==> config.mk <==
export PLATFORM = sky130hd
export DESIGN_NAME = mac_dot_sequencer
export DESIGN_NICKNAME = d
export VERILOG_FILES = /design/src/rtl/mac_dot_sequencer.sv
export SDC_FILE = /design/constraint.sdc
export NUM_CORES = 1
export LEC_CHECK = 0
export ABC_AREA = 1
export CORE_MARGIN = 10
export CORE_UTILIZATION = 40
export CTS_BUF_LIST = sky130_fd_sc_hd__clkbuf_4 sky130_fd_sc_hd__clkbuf_8 sky130_fd_sc_hd__clkbuf_16
export DETAILED_ROUTE_END_ITERATION = 6
export GPL_ROUTABILITY_DRIVEN = 0
export SLEW_MARGIN = 20
export SYNTH_ARGS = -nofsm -noshare
export SYNTH_HDL_FRONTEND = slang
export SYNTH_SLANG_ARGS = --single-unit
==> constraint.sdc <==
create_clock -name clk -period 3.69 [get_ports clk]
set_input_delay 0.5535 -clock clk [delete_from_list [all_inputs] [get_ports clk]]
set_output_delay 0.5535 -clock clk [all_outputs]
set_load 0.005 [all_outputs]
==> src/rtl/mac_dot_sequencer.sv <==
// Operand-pair FIFO and sequencer feeding an INT16 MAC over a start/done
// handshake; runs an N-term dot product and raises a sticky done flag.
module mac_dot_sequencer #(
  parameter int unsigned DEPTH = 8,
  parameter int unsigned LEN_W = 8
) (
  input  logic                       clk,
  input  logic                       rst_n,
  input  logic                       push_valid,
  input  logic [15:0]                push_a,
  input  logic [15:0]                push_b,
  output logic                       push_ready,
  input  logic                       run,
  input  logic [LEN_W-1:0]           run_len,
  input  logic                       run_clear,
  input  logic                       abort,
  input  logic                       done_clr,
  output logic [15:0]                mac_op_a,
  output logic [15:0]                mac_op_b,
  output logic                       mac_clear,
  output logic                       mac_start,
  input  logic                       mac_done,
  output logic                       busy,
  output logic                       done,
  output logic [LEN_W-1:0]           remaining,
  output logic [$clog2(DEPTH):0]     fifo_level
);

  localparam int unsigned AW = $clog2(DEPTH);
  localparam int unsigned LW = AW + 1;

  typedef enum logic [2:0] {S_IDLE, S_CLEAR, S_FETCH, S_ISSUE, S_WAIT} state_t;

  state_t          state, state_nxt;
  logic [15:0]     mem_a [DEPTH];
  logic [15:0]     mem_b [DEPTH];
  logic [AW-1:0]   wr_ptr, rd_ptr;
  logic            fifo_empty, push_acc, pop, run_acc, wait_done, last_done;

  assign push_ready = (fifo_level != LW'(DEPTH));
  assign fifo_empty = (fifo_level == '0);
  assign push_acc   = push_valid && push_ready && !abort;
  assign pop        = (state == S_FETCH) && !fifo_empty && !abort;
  assign run_acc    = (state == S_IDLE) && run && !abort;
  assign wait_done  = (state == S_WAIT) && mac_done && !abort;
  assign last_done  = wait_done && (remaining == LEN_W'(1));

  always_ff @(posedge clk) begin
    if (push_acc) begin
      mem_a[wr_ptr] <= push_a;
      mem_b[wr_ptr] <= push_b;
    end
  end

  // Abort flushes by resetting both pointers; any stored data becomes dead.
  always_ff @(posedge clk or negedge rst_n) begin
    if (!rst_n) begin
      wr_ptr     <= '0;
      rd_ptr     <= '0;
      fifo_level <= '0;
    end else if (abort) begin
      wr_ptr     <= '0;
      rd_ptr     <= '0;
      fifo_level <= '0;
    end else begin
      if (push_acc) wr_ptr <= wr_ptr + AW'(1);
      if (pop)      rd_ptr <= rd_ptr + AW'(1);
      case ({push_acc, pop})
        2'b10:   fifo_level <= fifo_level + LW'(1);
        2'b01:   fifo_level <= fifo_level - LW'(1);
        default: fifo_level <= fifo_level;
      endcase
    end
  end

  always_ff @(posedge clk or negedge rst_n) begin
    if (!rst_n) state <= S_IDLE;
    else        state <= state_nxt;
  end

  always_comb begin
    state_nxt = state;
    if (abort) begin
      state_nxt = S_IDLE;
    end else begin
      case (state)
        S_IDLE:  if (run && run_len != '0) state_nxt = run_clear ? S_CLEAR : S_FETCH;
        S_CLEAR: state_nxt = S_FETCH;
        S_FETCH: if (!fifo_empty) state_nxt = S_ISSUE;
        S_ISSUE: state_nxt = S_WAIT;
        S_WAIT:  if (mac_done) state_nxt = (remaining == LEN_W'(1)) ? S_IDLE : S_FETCH;
        default: state_nxt = S_IDLE;
      endcase
    end
  end

  always_comb begin
    mac_clear = 1'b0;
    mac_start = 1'b0;
    busy      = 1'b1;
    case (state)
      S_IDLE:  busy      = 1'b0;
      S_CLEAR: mac_clear = 1'b1;
      S_ISSUE: mac_start = 1'b1;
      default: ;
    endcase
  end

  always_ff @(posedge clk or negedge rst_n) begin
    if (!rst_n) begin
      mac_op_a  <= '0;
      mac_op_b  <= '0;
      remaining <= '0;
      done      <= 1'b0;
    end else begin
      if (pop) begin
        mac_op_a <= mem_a[rd_ptr];
        mac_op_b <= mem_b[rd_ptr];
      end
      if (abort)          remaining <= '0;
      else if (run_acc)   remaining <= run_len;
      else if (wait_done) remaining <= remaining - LEN_W'(1);
      // Accepted run and completion both take priority over done_clr.
      if (run_acc)        done <= (run_len == '0);
      else if (last_done) done <= 1'b1;
      else if (done_clr)  done <= 1'b0;
    end
  end

endmodule

run_1/flops_by_reg.png
Drawn at 1.5 px/um.
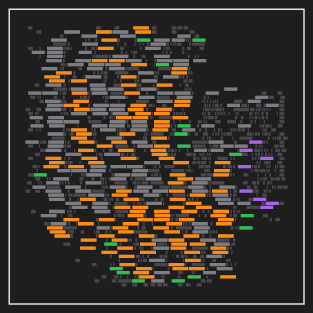
[mac_op_a] green | placed flops: 16
[mem_a] orange | placed flops: 128
[remaining] purple | placed flops: 8 | where: middle right
not colored: 158
utilization after layout: 0.491
sequential share of cell area: 0.604
area of all sequential standard cells: 0.00904 mm^2

run_1/congestion.png
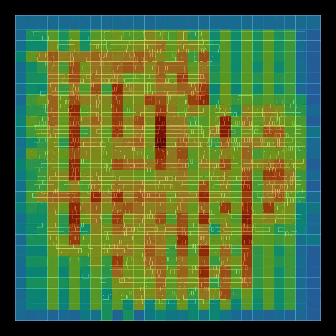
Global Route Usage Sum: 0.153
global-route met3 utilization: 0.0312

run_1/io_fan.png
Drawn at 2 px/um.
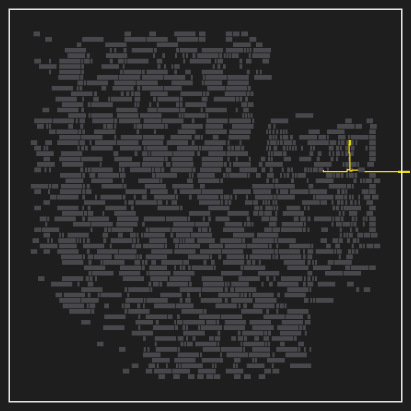
[mac_start] yellow | direction: output | end cells: 1 | buffers: 1 | wire: 51.2 um
I/O pin cnt: 97
count of port buffers added during placement: 96

run_1/io_placement.png
Drawn at 1.5 px/um. Pins as bars across the die edge, other pins in gray.
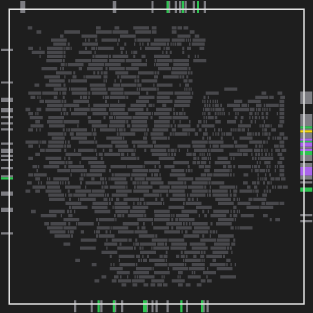
[mac_op_a] green | pins: 16 | direction: output | edge: 6 right, 6 bottom, 3 top, 1 left
[remaining] purple | pins: 8 | direction: output | edge: right
[mac_start] yellow | pins: 1 | direction: output | edge: right
vertical extent of the die: 196 um
horizontal extent of the die: 196 um

==> reports/qor.csv, run 1 <==
metric,value,unit
number of distinct library cell variants in the gate-level netlist after synthesis,38,
P_comb,1.98,mW
leakage power summed over all cells,5.33,nW
highest fanout seen on the critical path,43,
post-CTS sizing,0,
slack of the critical path,1.11,ns
Layout Cell Area excl Fill,0.0150,mm^2
status,finished clean,
maximum buffer depth of the clock tree,3,
area after detailed placement,0.0138,mm^2
Crit Path Class,flip-flop to flip-flop,
Synth area leaders,"edfxtp_1 62%, dfrtp_1 11%, o21ai_0 5.6%",
total half-perimeter wirelength after legalization and detailed placement,17600,um
CTS Root Buffer Type,clkbuf_16,
mux share of post-synthesis cell area,0,
critical path capture point type,flip-flop,
met2 WL,13800,um
xor and xnor fraction of the mapped netlist area,0.00213,
warning total across the stage logs,27,
Min-Delay Path Class,primary input to asynchronous set/reset pin,
core region area,0.0305,mm^2
Critical Path Source,rd_ptr[0],
leading registers by flop count,"mem_a (128), mem_b (128)",
share of cells above drive strength 1,0.102,
top power consumer group,registers,
count of cell instances traversed by the critical path,6,
"Setup Fix Bufs, Post-CTS",0,
clock-cell share of area,0.0796,
sw frac,0.273,
Routed Wire Length,30000,um
Yosys Instances,970,
delay of the slowest critical-path stage,0.73,ns
syn nets,1024,
final hold slack,0.0923,ns
worst-case headroom to the max-slew limit,0.390,
area share of the largest cell type after synthesis,0.624,
busiest layer in global routing,met2,
number of diodes,0,
tap cell instance count,396,
proportion of power drawn by combinational gates,0.201,
floorplan row count,64,
launch instance of the worst register-to-register path,rd_ptr[0],
Non-clock buffering overhead,0.0765,
synthesis area per yosys,0.0123,mm^2
non-clock buffer instance count of the final layout,113,
Pwr Density,658,mW/mm^2
Detailed Route Iter0 Violations,621,
Final Hold Viols,0,
Overflow after GRT,0,
DRT met1 WL,13900,um
logic depth of the worst register-to-register path,6,
library cell occupying the most area in the post-synthesis netlist,edfxtp_1,
Required @ worst endpoint,4.07,ns
post-cts hold buffer count,0,
most popular library cell in the synthesized design by count,edfxtp_1,
critical path buffer and inverter count,2,
tally of clock buffers in the finished layout,47,
average cell area after synthesis,12.7,um^2
adder-cell area share of the yosys netlist,0.00609,
Nets,1117,
Worst Setup EP,mac_op_a[4],
proportion of synthesized chip area in sequential cells,0.733,
Ys Warns,0,
combinational gates,568,
number of antenna violations at the first check in global routing,0,
combinational cell area excluding buffers and inverters,0.00297,mm^2
met3 wire length,1890,um
routed vias,7982,
Yosys reg bits,310,
wire per inst,20.2,um
yosys aoi share,0.119,
Syn Std Cell Area,0.0123,mm^2
==> inputs of run 2 (changes only) <==
==> constraint.sdc (replaced) <==
create_clock -name clk -period 2.4 [get_ports clk]
set_input_delay 0.36 -clock clk [delete_from_list [all_inputs] [get_ports clk]]
set_output_delay 0.36 -clock clk [all_outputs]
set_load 0.005 [all_outputs]
run_2/io_fan.png
Drawn at 2 px/um.
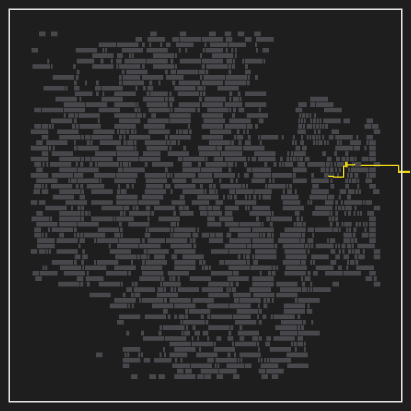
[mac_start] yellow | direction: output | end cells: 1 | buffers: 1 | wire: 41.8 um

run_2/flops_by_reg.png
Drawn at 1.5 px/um.
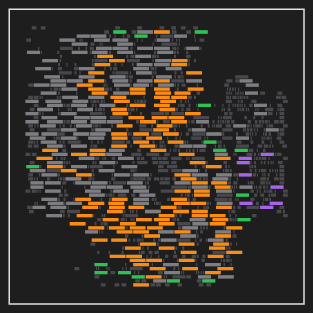
[remaining] purple | placed flops: 8 | where: middle right
[mem_a] orange | placed flops: 128
[mac_op_a] green | placed flops: 16
power in sequential cells: 6.56 mW
utilization after layout: 0.497
sequential share of cell area: 0.596

==> run 2 against run 1 <==
- global-route usage down 0.41 points
- first-iteration DRC count down 2.9%
- die size unchanged
- largest cell class unchanged
- final cell count up 1.1%
- wire length down 3.0%
- core utilization up 0.62 points
- largest power group unchanged
- synthesized cell count unchanged
==> reports/qor.csv, run 2 <==
metric,value,unit
met2 WL,13300,um
tally of clock buffers in the finished layout,45,
Worst Setup EP,push_ready,
wire per inst,19.4,um
highest-count cells in the layout ignoring fill and taps,"256 x edfxtp_1, 145 x nor2_1, 139 x o21ai_0, 111 x nand2_1, 95 x clkdlybuf4s50_1",
floorplan row count,64,
busiest layer in global routing,met2,
Nets,1133,
share of cells above drive strength 1,0.116,
leakage power summed over all cells,5.42,nW
Ys Warns,0,
largest non-sequential cell family by area,AND-OR/OR-AND gates,
net switching component of the power,4.13,mW
maximum buffer depth of the clock tree,3,
launch instance of the worst register-to-register path,fifo_level[3],
Min-Delay Path Class,primary input to asynchronous set/reset pin,
number of diodes,0,
combinational gates,568,
"Setup Fix Bufs, Post-CTS",0,
critical path capture point type,primary output,
met3 wire length,1850,um
core region area,0.0305,mm^2
count of port buffers added during placement,96,
drt first pass iters,5,
CTS Root Buffer Type,clkbuf_16,
proportion of power drawn by combinational gates,0.210,
post-CTS sizing,0,
Layout Cell Area excl Fill,0.0152,mm^2
Overflow after GRT,0,
delay of the slowest critical-path stage,0.45,ns
sw frac,0.275,
setup-violating endpoint count in the final report,0,
Pwr Density,988,mW/mm^2
I/O pin cnt,97,
first-pass GRT wire length,45800,um
library cell occupying the most area in the post-synthesis netlist,edfxtp_1,
final hold slack,0.415,ns
proportion of synthesized chip area in sequential cells,0.733,
top power consumer group,registers,
clock-cell share of area,0.0764,
data arrival time of the critical path,1.77,ns
Required @ worst endpoint,2.04,ns
adder-cell area share of the yosys netlist,0.00609,
vertical extent of the die,196,um
syn nets,1024,
xor and xnor fraction of the mapped netlist area,0.00213,
Crit Path Class,flip-flop to primary output,
highest fanout seen on the critical path,4,
count of cell instances traversed by the critical path,4,
Routed Wire Length,29100,um
mux share of post-synthesis cell area,0,
Yosys reg bits,310,
status,finished clean,
slack of the critical path,0.267,ns
tap cell instance count,396,
horizontal extent of the die,196,um
logic depth of the worst register-to-register path,11,
total half-perimeter wirelength after legalization and detailed placement,17500,um
worst-case headroom to the max-slew limit,0.561,
Non-clock buffering overhead,0.0902,
leading registers by flop count,"mem_a (128), mem_b (128)",
Critical Path Source,fifo_level[3],
P_comb,3.15,mW
routed vias,7914,
maximum vdd drop,0.533,mV
critical path buffer and inverter count,2,
area share of the largest cell type after synthesis,0.624,
DRT met1 WL,13500,um
global-route met3 utilization,0.0312,
Syn Std Cell Area,0.0123,mm^2
highest signal layer in the routed design,met4,
most popular library cell in the synthesized design by count,edfxtp_1,
average cell area after synthesis,12.7,um^2
Detailed Route Iter0 Violations,603,
yosys aoi share,0.119,
post-route fraction of the period consumed by the critical path,0.889,
post-cts hold buffer count,1,
number of antenna violations at the first check in global routing,0,
warning total across the stage logs,32,
number of distinct library cell variants in the gate-level netlist after synthesis,38,
non-clock buffer instance count of the final layout,129,
Final Hold Viols,0,
area after detailed placement,0.0140,mm^2
Synth area leaders,"edfxtp_1 62%, dfrtp_1 11%, o21ai_0 5.6%",
Yosys Instances,970,
synthesis area per yosys,0.0123,mm^2
run_2/congestion.png
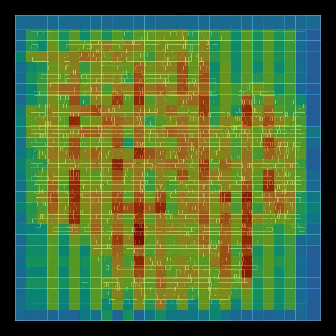
routing usage on met1: 0.209
Global Route Usage Sum: 0.149

==> inputs of run 3 (changes only) <==
--- a/config.mk
+++ b/config.mk
@@ -7,10 +7,11 @@
 export LEC_CHECK = 0
 export ABC_AREA = 1
 export CORE_MARGIN = 10
-export CORE_UTILIZATION = 40
+export CORE_UTILIZATION = 58
 export CTS_BUF_LIST = sky130_fd_sc_hd__clkbuf_4 sky130_fd_sc_hd__clkbuf_8 sky130_fd_sc_hd__clkbuf_16
 export DETAILED_ROUTE_END_ITERATION = 6
 export GPL_ROUTABILITY_DRIVEN = 0
+export PLACE_DENSITY = 0.79
 export SLEW_MARGIN = 20
 export SYNTH_ARGS = -nofsm -noshare
 export SYNTH_HDL_FRONTEND = slang
run_3/wires.png
Drawn at 2 px/um.
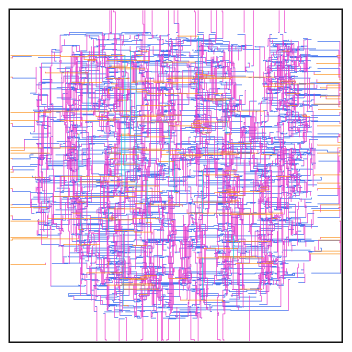
[metal 4] cyan | wire length: 458 um
[metal 3] orange | wire length: 2130 um
[metal 1] blue | wire length: 11700 um
[metal 2] magenta | wire length: 13700 um
Routed Wire Length: 28000 um
wire per inst: 20.4 um
routed vias: 8094
Global Route Usage Sum: 0.197

run_3/flops_by_reg.png
Drawn at 1.5 px/um.
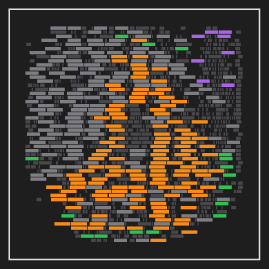
[mac_op_a] green | placed flops: 16
[remaining] purple | placed flops: 8 | where: upper right
[mem_a] orange | placed flops: 128
not colored: 158
power in sequential cells: 6.57 mW
sequential share of cell area: 0.608

==> run 3 against run 2 <==
- wire length fell by 3.6%
- non-clock buffer count fell by 1
- combinational power is essentially flat
- cell area decreased by 1.9%
==> reports/qor.csv, run 3 <==
metric,value,unit
status,finished clean,
final hold slack,0.398,ns
post-CTS sizing,0,
Pwr Density,967,mW/mm^2
largest non-sequential cell family by area,AND-OR/OR-AND gates,
combinational cell area excluding buffers and inverters,0.00297,mm^2
area after detailed placement,0.0139,mm^2
leakage power summed over all cells,5.35,nW
number of diodes,0,
Critical Path Source,state[1],
Synth area leaders,"edfxtp_1 62%, dfrtp_1 11%, o21ai_0 5.6%",
total half-perimeter wirelength after legalization and detailed placement,17100,um
"Setup Fix Bufs, Post-CTS",0,
worst-case headroom to the max-slew limit,0.530,
most popular library cell in the synthesized design by count,edfxtp_1,
syn nets,1024,
global-route met3 utilization,0.0388,
area share of the largest cell type after synthesis,0.624,
I/O pin cnt,97,
xor and xnor fraction of the mapped netlist area,0.00213,
data arrival time of the critical path,1.83,ns
P_comb,3.13,mW
busiest layer in global routing,met2,
logic depth of the worst register-to-register path,8,
Nets,1128,
critical path buffer and inverter count,3,
Ys Warns,0,
tap cell instance count,275,
library cell occupying the most area in the post-synthesis netlist,edfxtp_1,
delay of the slowest critical-path stage,0.44,ns
Required @ worst endpoint,2.04,ns
DRT met1 WL,11700,um
number of antenna violations at the first check in global routing,0,
first-pass GRT wire length,44600,um
Layout Cell Area excl Fill,0.0149,mm^2
synthesis area per yosys,0.0123,mm^2
warning total across the stage logs,30,
maximum buffer depth of the clock tree,3,
Min-Delay Path Class,primary input to asynchronous set/reset pin,
non-clock buffer instance count of the final layout,128,
sw frac,0.275,
proportion of synthesized chip area in sequential cells,0.733,
share of cells above drive strength 1,0.106,
Overflow after GRT,0,
Detailed Route Iter0 Violations,803,
post-cts hold buffer count,1,
utilization after layout,0.710,
setup-violating endpoint count in the final report,0,
slack of the critical path,0.212,ns
area of all sequential standard cells,0.00904,mm^2
leading registers by flop count,"mem_a (128), mem_b (128)",
Crit Path Class,flip-flop to primary output,
tally of clock buffers in the finished layout,47,
Worst Setup EP,busy,
launch instance of the worst register-to-register path,fifo_level[3],
Yosys Instances,970,
adder-cell area share of the yosys netlist,0.00609,
Yosys reg bits,310,
mux share of post-synthesis cell area,0,
yosys aoi share,0.119,
CTS Root Buffer Type,clkbuf_16,
net switching component of the power,3.96,mW
proportion of power drawn by combinational gates,0.217,
run_3/io_fan.png
Drawn at 2 px/um.
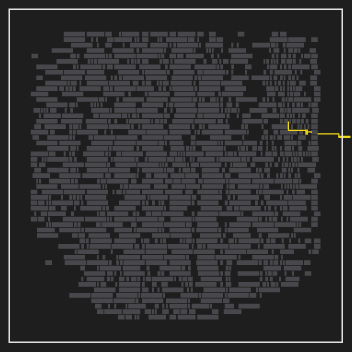
[mac_start] yellow | direction: output | end cells: 1 | buffers: 1 | wire: 28.6 um

Power figures rest on the tool's default switching activity, not on a simulated workload.
